### src/rtl/multicycle_controller.sv
// Control unit for the multicycle RV32I datapath: state sequencer, Moore-decoded
// datapath controls with memory-ready gating, immediate selector and ALU decoder.
module multicycle_controller (
  input  logic       clk,
  input  logic       rst,
  input  logic [6:0] op,
  input  logic [2:0] funct3,
  input  logic       funct7b5,
  input  logic       zero,
  input  logic       mem_ready,
  output logic       PCWrite,
  output logic       AdrSrc,
  output logic       MemWrite,
  output logic       IRWrite,
  output logic [1:0] ResultSrc,
  output logic [1:0] ALUSrcA,
  output logic [1:0] ALUSrcB,
  output logic [1:0] ImmSrc,
  output logic [2:0] ALUControl,
  output logic       RegWrite,
  output logic       illegal_op,
  output logic [3:0] state
);

  localparam logic [3:0] S_FETCH    = 4'd0;
  localparam logic [3:0] S_DECODE   = 4'd1;
  localparam logic [3:0] S_MEMADR   = 4'd2;
  localparam logic [3:0] S_MEMREAD  = 4'd3;
  localparam logic [3:0] S_MEMWB    = 4'd4;
  localparam logic [3:0] S_MEMWRITE = 4'd5;
  localparam logic [3:0] S_EXECR    = 4'd6;
  localparam logic [3:0] S_ALUWB    = 4'd7;
  localparam logic [3:0] S_EXECI    = 4'd8;
  localparam logic [3:0] S_JAL      = 4'd9;
  localparam logic [3:0] S_BEQ      = 4'd10;

  localparam logic [6:0] OP_LW  = 7'b0000011;
  localparam logic [6:0] OP_SW  = 7'b0100011;
  localparam logic [6:0] OP_R   = 7'b0110011;
  localparam logic [6:0] OP_I   = 7'b0010011;
  localparam logic [6:0] OP_JAL = 7'b1101111;
  localparam logic [6:0] OP_BEQ = 7'b1100011;

  logic [3:0] next_state_s;
  logic [1:0] alu_op_s;
  logic       pc_update_s;
  logic       branch_s;
  logic       gate_s;
  logic       op_known_s;

  // State register with synchronous reset back to FETCH.
  always_ff @(posedge clk) begin
    if (rst) begin
      state <= S_FETCH;
    end else begin
      state <= next_state_s;
    end
  end

  // Next-state sequencing; memory states hold until mem_ready.
  always_comb begin
    next_state_s = S_FETCH;
    case (state)
      S_FETCH:    if (mem_ready) next_state_s = S_DECODE; else next_state_s = S_FETCH;
      S_DECODE: begin
        case (op)
          OP_LW, OP_SW: next_state_s = S_MEMADR;
          OP_R:         next_state_s = S_EXECR;
          OP_I:         next_state_s = S_EXECI;
          OP_JAL:       next_state_s = S_JAL;
          OP_BEQ:       next_state_s = S_BEQ;
          default:      next_state_s = S_FETCH;
        endcase
      end
      S_MEMADR:   if (op == OP_LW) next_state_s = S_MEMREAD; else next_state_s = S_MEMWRITE;
      S_MEMREAD:  if (mem_ready) next_state_s = S_MEMWB; else next_state_s = S_MEMREAD;
      S_MEMWB:    next_state_s = S_FETCH;
      S_MEMWRITE: if (mem_ready) next_state_s = S_FETCH; else next_state_s = S_MEMWRITE;
      S_EXECR, S_EXECI, S_JAL: next_state_s = S_ALUWB;
      S_ALUWB, S_BEQ:          next_state_s = S_FETCH;
      default:    next_state_s = S_FETCH;
    endcase
  end

  // Supported-opcode detector feeding the illegal_op pulse.
  always_comb begin
    case (op)
      OP_LW, OP_SW, OP_R, OP_I, OP_JAL, OP_BEQ: op_known_s = 1'b1;
      default:                                  op_known_s = 1'b0;
    endcase
  end

  // Moore decode of datapath controls from the current state.
  always_comb begin
    AdrSrc      = 1'b0;
    MemWrite    = 1'b0;
    IRWrite     = 1'b0;
    ResultSrc   = 2'b00;
    ALUSrcA     = 2'b00;
    ALUSrcB     = 2'b00;
    alu_op_s    = 2'b00;
    RegWrite    = 1'b0;
    illegal_op  = 1'b0;
    pc_update_s = 1'b0;
    branch_s    = 1'b0;
    gate_s      = 1'b1;
    case (state)
      S_FETCH: begin
        ALUSrcB = 2'b10; ResultSrc = 2'b10;
        IRWrite = mem_ready; pc_update_s = 1'b1; gate_s = mem_ready;
      end
      S_DECODE: begin
        ALUSrcA = 2'b01; ALUSrcB = 2'b01; illegal_op = ~op_known_s;
      end
      S_MEMADR:   begin ALUSrcA = 2'b10; ALUSrcB = 2'b01; end
      S_MEMREAD:  AdrSrc = 1'b1;
      S_MEMWB:    begin ResultSrc = 2'b01; RegWrite = 1'b1; end
      S_MEMWRITE: begin AdrSrc = 1'b1; MemWrite = 1'b1; end
      S_EXECR:    begin ALUSrcA = 2'b10; ALUSrcB = 2'b00; alu_op_s = 2'b10; end
      S_ALUWB:    RegWrite = 1'b1;
      S_EXECI:    begin ALUSrcA = 2'b10; ALUSrcB = 2'b01; alu_op_s = 2'b10; end
      S_JAL:      begin ALUSrcA = 2'b01; ALUSrcB = 2'b10; pc_update_s = 1'b1; end
      S_BEQ:      begin ALUSrcA = 2'b10; alu_op_s = 2'b01; branch_s = 1'b1; end
      default: begin
        // Stray codes look like a FETCH that never sees mem_ready.
        ALUSrcB = 2'b10; ResultSrc = 2'b10; pc_update_s = 1'b1; gate_s = 1'b0;
      end
    endcase
  end

  assign PCWrite = (pc_update_s & gate_s) | (branch_s & zero);

  // Immediate format selector.
  always_comb begin
    case (op)
      OP_LW, OP_I: ImmSrc = 2'b00;
      OP_SW:       ImmSrc = 2'b01;
      OP_BEQ:      ImmSrc = 2'b10;
      OP_JAL:      ImmSrc = 2'b11;
      default:     ImmSrc = 2'b00;
    endcase
  end

  // ALU decoder; only R-type (op[5]=1) may turn funct3=000 into SUB.
  always_comb begin
    case (alu_op_s)
      2'b00: ALUControl = 3'b010;
      2'b01: ALUControl = 3'b110;
      2'b10: begin
        case (funct3)
          3'b000: if (op[5] & funct7b5) ALUControl = 3'b110; else ALUControl = 3'b010;
          3'b010:  ALUControl = 3'b111;
          3'b110:  ALUControl = 3'b001;
          3'b111:  ALUControl = 3'b000;
          default: ALUControl = 3'b010;
        endcase
      end
      default: ALUControl = 3'b010;
    endcase
  end

endmodule
### config.mk
export PLATFORM = sky130hd
export DESIGN_NAME = multicycle_controller
export DESIGN_NICKNAME = d
export VERILOG_FILES = /design/src/rtl/multicycle_controller.sv
export SDC_FILE = /design/constraint.sdc
export NUM_CORES = 1
export LEC_CHECK = 0
export CORE_AREA = 2 2 45 47
export CTS_CLUSTER_SIZE = 10
export DETAILED_ROUTE_END_ITERATION = 12
export DIE_AREA = 0 0 47 49
export PLACE_DENSITY = 0.72
export SLEW_MARGIN = 20
export SYNTH_ARGS = -nofsm -noshare
export SYNTH_HDL_FRONTEND = slang
export SYNTH_SLANG_ARGS = --single-unit
### constraint.sdc
create_clock -name clk -period 2.85 [get_ports clk]
set_input_delay 0.57 -clock clk [delete_from_list [all_inputs] [get_ports clk]]
set_output_delay 0.57 -clock clk [all_outputs]
set_load 0.05 [all_outputs]
==> notes.md <==
Status
- status: finished, final reports clean

Clocking
- clock sink count: 4
- count of hold buffers inserted by post-cts repair: 0
- insertion delay of the later-clocked pin in the worst-skew pair: 240 ps
- clk root buf: clkbuf_4
- depth of the CTS H-tree: 1

Worst setup path
- setup slack, reg-to-reg: 1130 ps
- Crit. End Element: output port
- launch instance of the worst register-to-register path: state[3]
- category of the most critical setup path: reg -> out
- ordered cell list for the critical path: nor2b_1 > nand2_1 > a21oi_1 > ha_1 > nor4b_1 > nor2_1 > nor2_2 > buf_12
- worst r2r path cells: 4
- worst setup path startpoint: state[1]
- CP required: 2280 ps
- maximum cell stage delay along the critical path: 430 ps
- worst-path maximum fanout: 18
- cell family contributing the most delay on the critical path: simple AND/OR/NAND/NOR gates

GRT
- initial antenna violation count: 0
- Global Route met2 Usage: 0.290
- met3 layer usage reported by global route: 0.0222
- total grt overflow: 0

Pwr
- power after layout: 0.281 mW
- part of the power in registers: 0.222
- leakage power of the design: 0.407 nW
- Comb power: 0.146 mW
- group drawing the most power: combinational logic
- proportion of power drawn by the clock network: 0.258
- power dissipated by switching net loads: 0.114 mW
- sequential power: 0.0624 mW
- cell-internal power: 0.167 mW
- maximum vdd drop: 182 µV

Logic synthesis
- fraction of post-synthesis cell area in the top cell type by area: 0.127
- adder-cell area share of the yosys netlist: 0.0556
- part of the Yosys area used for sequential elements: 0.127
- xor and xnor area share after synthesis: 0.0139
- post-synth net total: 112
- async set or reset register ratio after synthesis: 0
- Distinct lib cells used: 41
- top cells by count, synth: nor2_1, a21oi_1, nand2_1, nand2b_1, clkbuf_1
- number of cell instances after yosys synthesis: 95
- synthesized cell area: 631 µm²
- dominant register cell: dfxtp_1
- number of storage elements in the synthesis netlist: 4
- dominant cell by count in the synthesized netlist: nor2_1
- synthesized area per cell: 6.64 µm²

Final timing
- setup ws final: 255 ps
- maximum frequency from static timing analysis: 385 MHz
- maximum clock skew at final layout: 4.88 ps
- Worst slew margin: 0.667
- setup repair after global routing missed its margin: false

Die
- floorplan-stage core utilization: 0.342

Finish
- flip-flop count of the largest register, all copies and words added: 4
- most common cell after layout, fill and taps aside: clkdlybuf4s50_1
- biggest regs: state x4
- fraction of area in multi-input gates: 0.483
- Post-Layout Inst Area: 1110 µm²
- area grow syn2layout: 76.6%
- final design utilization: 0.605
- area of combinational cells with multiple inputs: 538 µm²

Route
- met3 wire length: 95 µm
- DR WL met2: 903 µm
- length of routed wiring on met1: 793 µm
- number of detailed-routing iterations run before antenna repair: 4
- DRT antenna net count: 0

Min path
- count of cells along the worst hold path: 2

Placement
- Final HPWL DP: 1.41 mm
- Setup WS pre-CTS: 255 ps

Figure 1. Placement view.
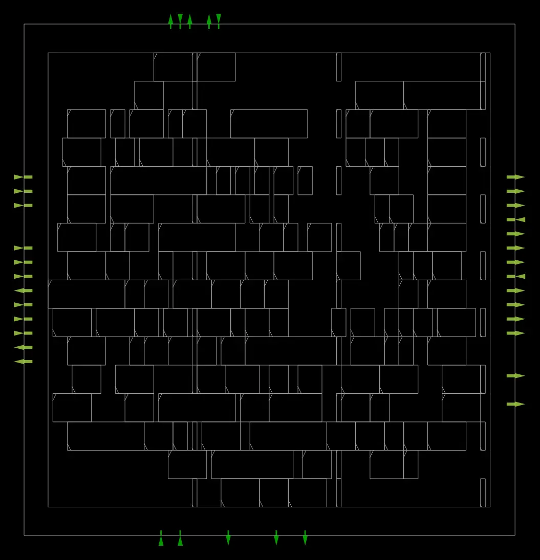
number of well taps: 27
CORE AREA: 1840 µm²
Post-Layout Cell Count: 157
flop count: 4
final-layout fill cell count: 186

Figure 2. Pin placement.
Scale: 10 px per µm. Pins as bars across the die edge, other pins in grey.
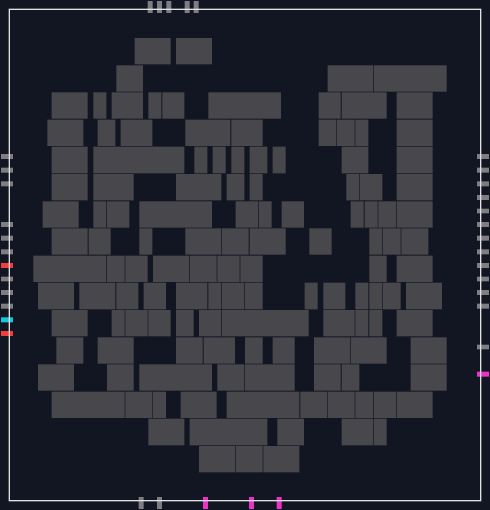
colour	port	pins	direction	edge
cyan	illegal_op	1	output	left
red	ImmSrc	2	output	left
magenta	state	4	output	3 bottom, 1 right
floorplan die height: 49 µm
# port buffers: 35
Die Width: 47 µm

Figure 3. Metal layers overlaid.
Scale: 6 px per µm. Two of the layers only.
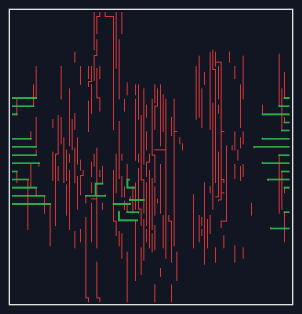
colour	layer	wire length
red	met2	903 µm
green	met3	95.8 µm
Avg WL per Cell: 11.5 µm
post-detailed-routing wire length: 1.80 mm
Tot GR Track Use: 0.179
routed vias: 830

Figure 4. Port wiring.
Scale: 6 px per µm.
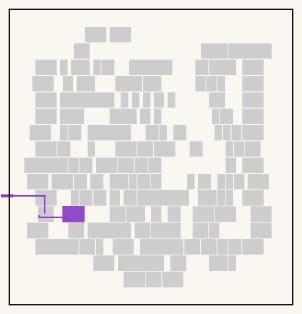
colour	port	bits	direction	edge	end cells	wire
purple	illegal_op	1	output	left	1	13.5 µm
total I/O pin count: 36

No activity file was given, so power comes from the tool's default toggle rates.
